$ cat src/rtl/spi_pkg.sv
// Shared types and constants for the SPI slave and its synchronizers.
package spi_pkg;

    localparam int SPI_DATA_W = 8;
    localparam int SPI_CNT_W  = 3;

    localparam logic [SPI_DATA_W-1:0] SPI_TX_UNDERRUN_BYTE = 8'h00;
    localparam logic [SPI_CNT_W-1:0]  SPI_LAST_BIT         = 3'd7;

    typedef enum logic {
        ST_IDLE  = 1'b0,
        ST_SHIFT = 1'b1
    } spi_state_t;

    function automatic logic [SPI_DATA_W-1:0] spi_tx_next(
        input logic                  hold_empty,
        input logic [SPI_DATA_W-1:0] hold
    );
        return hold_empty ? SPI_TX_UNDERRUN_BYTE : hold;
    endfunction

endpackage

$ cat src/rtl/spi_sync.sv
// Multi-flop synchronizer for one asynchronous input plus registered
// single-cycle rise/fall event detection.
module spi_sync #(
    parameter int   STAGES    = 2,
    parameter logic RESET_VAL = 1'b0
) (
    input  logic clk,
    input  logic rst,
    input  logic async_in,
    output logic lvl,
    output logic rise,
    output logic fall
);

    logic [STAGES-1:0] chain;
    logic              prev;

    always_ff @(posedge clk or posedge rst) begin
        if (rst) begin
            chain <= {STAGES{RESET_VAL}};
            prev  <= RESET_VAL;
            rise  <= 1'b0;
            fall  <= 1'b0;
        end else begin
            chain <= {chain[STAGES-2:0], async_in};
            prev  <= chain[STAGES-1];
            rise  <= chain[STAGES-1] & ~prev;
            fall  <= ~chain[STAGES-1] & prev;
        end
    end

    assign lvl = chain[STAGES-1];

endmodule

$ cat src/rtl/spi_slave.sv
// SPI mode-0 slave, oversampled in the clk domain. Optional macro
// SPI_SLAVE_RX_OVERRUN_EN discards unaccepted bytes and flags rx_overrun.
//
// state    | meaning
// ST_IDLE  | ss high, miso tri-stated (miso_oe 0), waiting for ss_fall
// ST_SHIFT | frame active, shifting bytes on sck edges
module spi_slave
    import spi_pkg::*;
#(
    parameter int SYNC_STAGES = 2
) (
    input  logic                  clk,
    input  logic                  rst,
    input  logic                  sck,
    input  logic                  ss,
    input  logic                  mosi,
    output logic                  miso,
    output logic                  miso_oe,
    input  logic [SPI_DATA_W-1:0] tx_data,
    input  logic                  tx_valid,
    output logic                  tx_ready,
    output logic [SPI_DATA_W-1:0] rx_data,
    output logic                  rx_valid,
    input  logic                  rx_ready,
    output logic                  rx_overrun,
    output logic                  busy
);

    logic sck_lvl, sck_rise, sck_fall;
    logic ss_lvl, ss_rise, ss_fall;
    logic mosi_s, mosi_rise, mosi_fall;
    logic unused_sync;

    spi_sync #(.STAGES(SYNC_STAGES), .RESET_VAL(1'b0)) u_sync_sck (
        .clk(clk), .rst(rst), .async_in(sck),
        .lvl(sck_lvl), .rise(sck_rise), .fall(sck_fall)
    );

    spi_sync #(.STAGES(SYNC_STAGES), .RESET_VAL(1'b1)) u_sync_ss (
        .clk(clk), .rst(rst), .async_in(ss),
        .lvl(ss_lvl), .rise(ss_rise), .fall(ss_fall)
    );

    spi_sync #(.STAGES(SYNC_STAGES), .RESET_VAL(1'b0)) u_sync_mosi (
        .clk(clk), .rst(rst), .async_in(mosi),
        .lvl(mosi_s), .rise(mosi_rise), .fall(mosi_fall)
    );

    assign unused_sync = ^{sck_lvl, ss_lvl, mosi_rise, mosi_fall};

    spi_state_t            state;
    logic [SPI_DATA_W-1:0] tx_hold;
    logic [SPI_DATA_W-1:0] tx_shift;
    logic [SPI_DATA_W-1:0] rx_shift;
    logic [SPI_CNT_W-1:0]  bit_cnt;
    logic [SPI_DATA_W-1:0] tx_next;
    logic [SPI_DATA_W-1:0] rx_byte;
    logic                  rx_accept;

    assign tx_next   = spi_tx_next(tx_ready, tx_hold);
    assign rx_byte   = {rx_shift[SPI_DATA_W-2:0], mosi_s};
    assign rx_accept = rx_valid && rx_ready;

`ifndef SPI_SLAVE_RX_OVERRUN_EN
    assign rx_overrun = 1'b0;
`endif

    always_ff @(posedge clk or posedge rst) begin
        if (rst) begin
            state    <= ST_IDLE;
            tx_hold  <= '0;
            tx_shift <= '0;
            rx_shift <= '0;
            bit_cnt  <= '0;
            tx_ready <= 1'b1;
            rx_data  <= '0;
            rx_valid <= 1'b0;
            miso     <= 1'b0;
            miso_oe  <= 1'b0;
            busy     <= 1'b0;
`ifdef SPI_SLAVE_RX_OVERRUN_EN
            rx_overrun <= 1'b0;
`endif
        end else begin
            if (tx_valid && tx_ready) begin
                tx_hold  <= tx_data;
                tx_ready <= 1'b0;
            end
            if (rx_accept) begin
                rx_valid <= 1'b0;
`ifdef SPI_SLAVE_RX_OVERRUN_EN
                rx_overrun <= 1'b0;
`endif
            end

            case (state)
                ST_IDLE: begin
                    if (ss_fall) begin
                        state    <= ST_SHIFT;
                        busy     <= 1'b1;
                        miso_oe  <= 1'b1;
                        bit_cnt  <= '0;
                        rx_shift <= '0;
                        tx_shift <= tx_next;
                        miso     <= tx_next[SPI_DATA_W-1];
                        tx_ready <= 1'b1;
                    end
                end
                ST_SHIFT: begin
                    if (ss_rise) begin
                        state    <= ST_IDLE;
                        busy     <= 1'b0;
                        miso_oe  <= 1'b0;
                        miso     <= 1'b0;
                        bit_cnt  <= '0;
                        rx_shift <= '0;
                    end else if (sck_rise) begin
                        rx_shift <= rx_byte;
                        bit_cnt  <= bit_cnt + 1'b1;
                        if (bit_cnt == SPI_LAST_BIT) begin
                            if (!rx_valid || rx_accept) begin
                                rx_data  <= rx_byte;
                                rx_valid <= 1'b1;
                            end else begin
`ifdef SPI_SLAVE_RX_OVERRUN_EN
                                rx_overrun <= 1'b1;
`else
                                rx_data <= rx_byte;
`endif
                            end
                            tx_shift <= tx_next;
                            miso     <= tx_next[SPI_DATA_W-1];
                            tx_ready <= 1'b1;
                        end
                    end else if (sck_fall && bit_cnt != '0) begin
                        // the fall closing a byte is skipped so the next MSB stays on miso
                        tx_shift <= {tx_shift[SPI_DATA_W-2:0], 1'b0};
                        miso     <= tx_shift[SPI_DATA_W-2];
                    end
                end
                default: state <= ST_IDLE;
            endcase
        end
    end

endmodule

$ cat config.mk
export PLATFORM = sky130hd
export DESIGN_NAME = spi_slave
export DESIGN_NICKNAME = d
export VERILOG_FILES = /design/src/rtl/spi_pkg.sv /design/src/rtl/spi_sync.sv /design/src/rtl/spi_slave.sv
export SDC_FILE = /design/constraint.sdc
export NUM_CORES = 1
export LEC_CHECK = 0
export CAP_MARGIN = 20
export CORE_MARGIN = 2
export CORE_UTILIZATION = 45
export CTS_CLUSTER_DIAMETER = 80
export CTS_CLUSTER_SIZE = 16
export DETAILED_ROUTE_END_ITERATION = 16
export PLACE_DENSITY_LB_ADDON = 0.3
export SYNTH_ARGS = -nofsm -noshare
export SYNTH_HDL_FRONTEND = slang
export SYNTH_HIERARCHICAL = 1
export SYNTH_SLANG_ARGS = --single-unit
$ cat constraint.sdc
create_clock -name clk -period 2.15 [get_ports clk]
set_input_delay 0.43 -clock clk [delete_from_list [all_inputs] [get_ports clk]]
set_output_delay 0.43 -clock clk [all_outputs]
set_load 0.02 [all_outputs]
Figure 1. Cell density map.
7 x 7 tiles, from white (low) to dark blue (high), 0 to 100% covered.
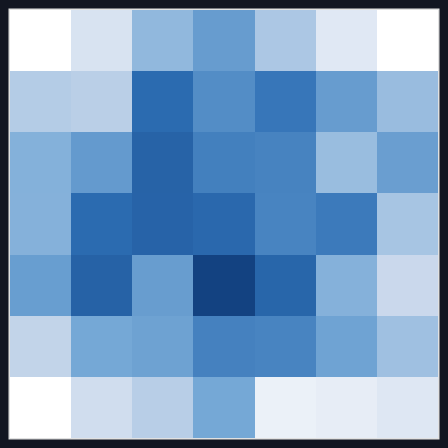
- mean over tiles: 47%
- nearly empty tiles: 6.1%
- fullest tile: 93%
- tiles over 75% full: 16%
- densest ninth of the die: middle
core area: 4380 sq um
FP Core Util: 46.7%

Figure 2. Routing congestion.
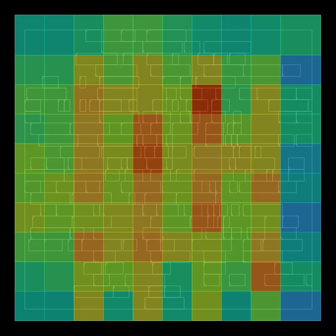
GR Util All Layers: 15.7%
WL per Instance: 14.9 um
layer with the highest usage: met2

==> results.cfg <==
; generated from flow reports
[run_status]
outcome = complete, no violations

[clock_tree]
clk_path_buf_depth = 2
numCtsBuffers = 5

[final_timing]
setup_viol = 0
layout_min_cycle_time_ns = 1.91
rsz0062_at_grt = no
finalWorstSetupSlack_ns = 0.245

[placed_design]
io_buffers = 27
hpwlAfterDp_um = 2570

[worst_setup_path]
crit_chain = clkdlybuf4s50_1
crit_path_max_incr_delay_ns = 0.61
cp.depth = 1
cp_num_buf_inv = 1

[power_and_ir_drop]
p_int_mw = 1.71
ir_drop_mv = 0.409
comb-power_mw = 0.431
powerDensity_nw_per_um2 = 925
p_sw_mw = 0.585

[flow_run]
tool_warnings = 28

[floorplan]
die_h_um = 71.5

[finish]
ff_count = 50
final_area_sq_um = 2480

[routing]
vias = 1207

[yosys]
synthesis.nets = 171

[global_routing]
grt_pass1_wl_um = 6210
## routing by layer
metal / part of all wire, % / wire length (um)
met1: 45 / 1580
met2: 49 / 1710
met3: 4.2 / 147
met4: 1.7 / 61
met5: 0 / 0
## registers in the layout (all words and copies together), names as in the netlist
signal             cells
u_sync_sck/chain       2
rx_valid               1
tx_shift               7
u_sync_mosi/chain      2
u_sync_sck/fall        1
u_sync_ss/fall         1
rx_data                8
tx_ready               1
busy                   1
u_sync_sck/rise        1
bit_cnt                3
miso                   1
tx_hold                8
u_sync_ss/rise         1
rx_shift               7
state                  1
u_sync_sck/prev        1
u_sync_ss/prev         1
u_sync_ss/chain        2
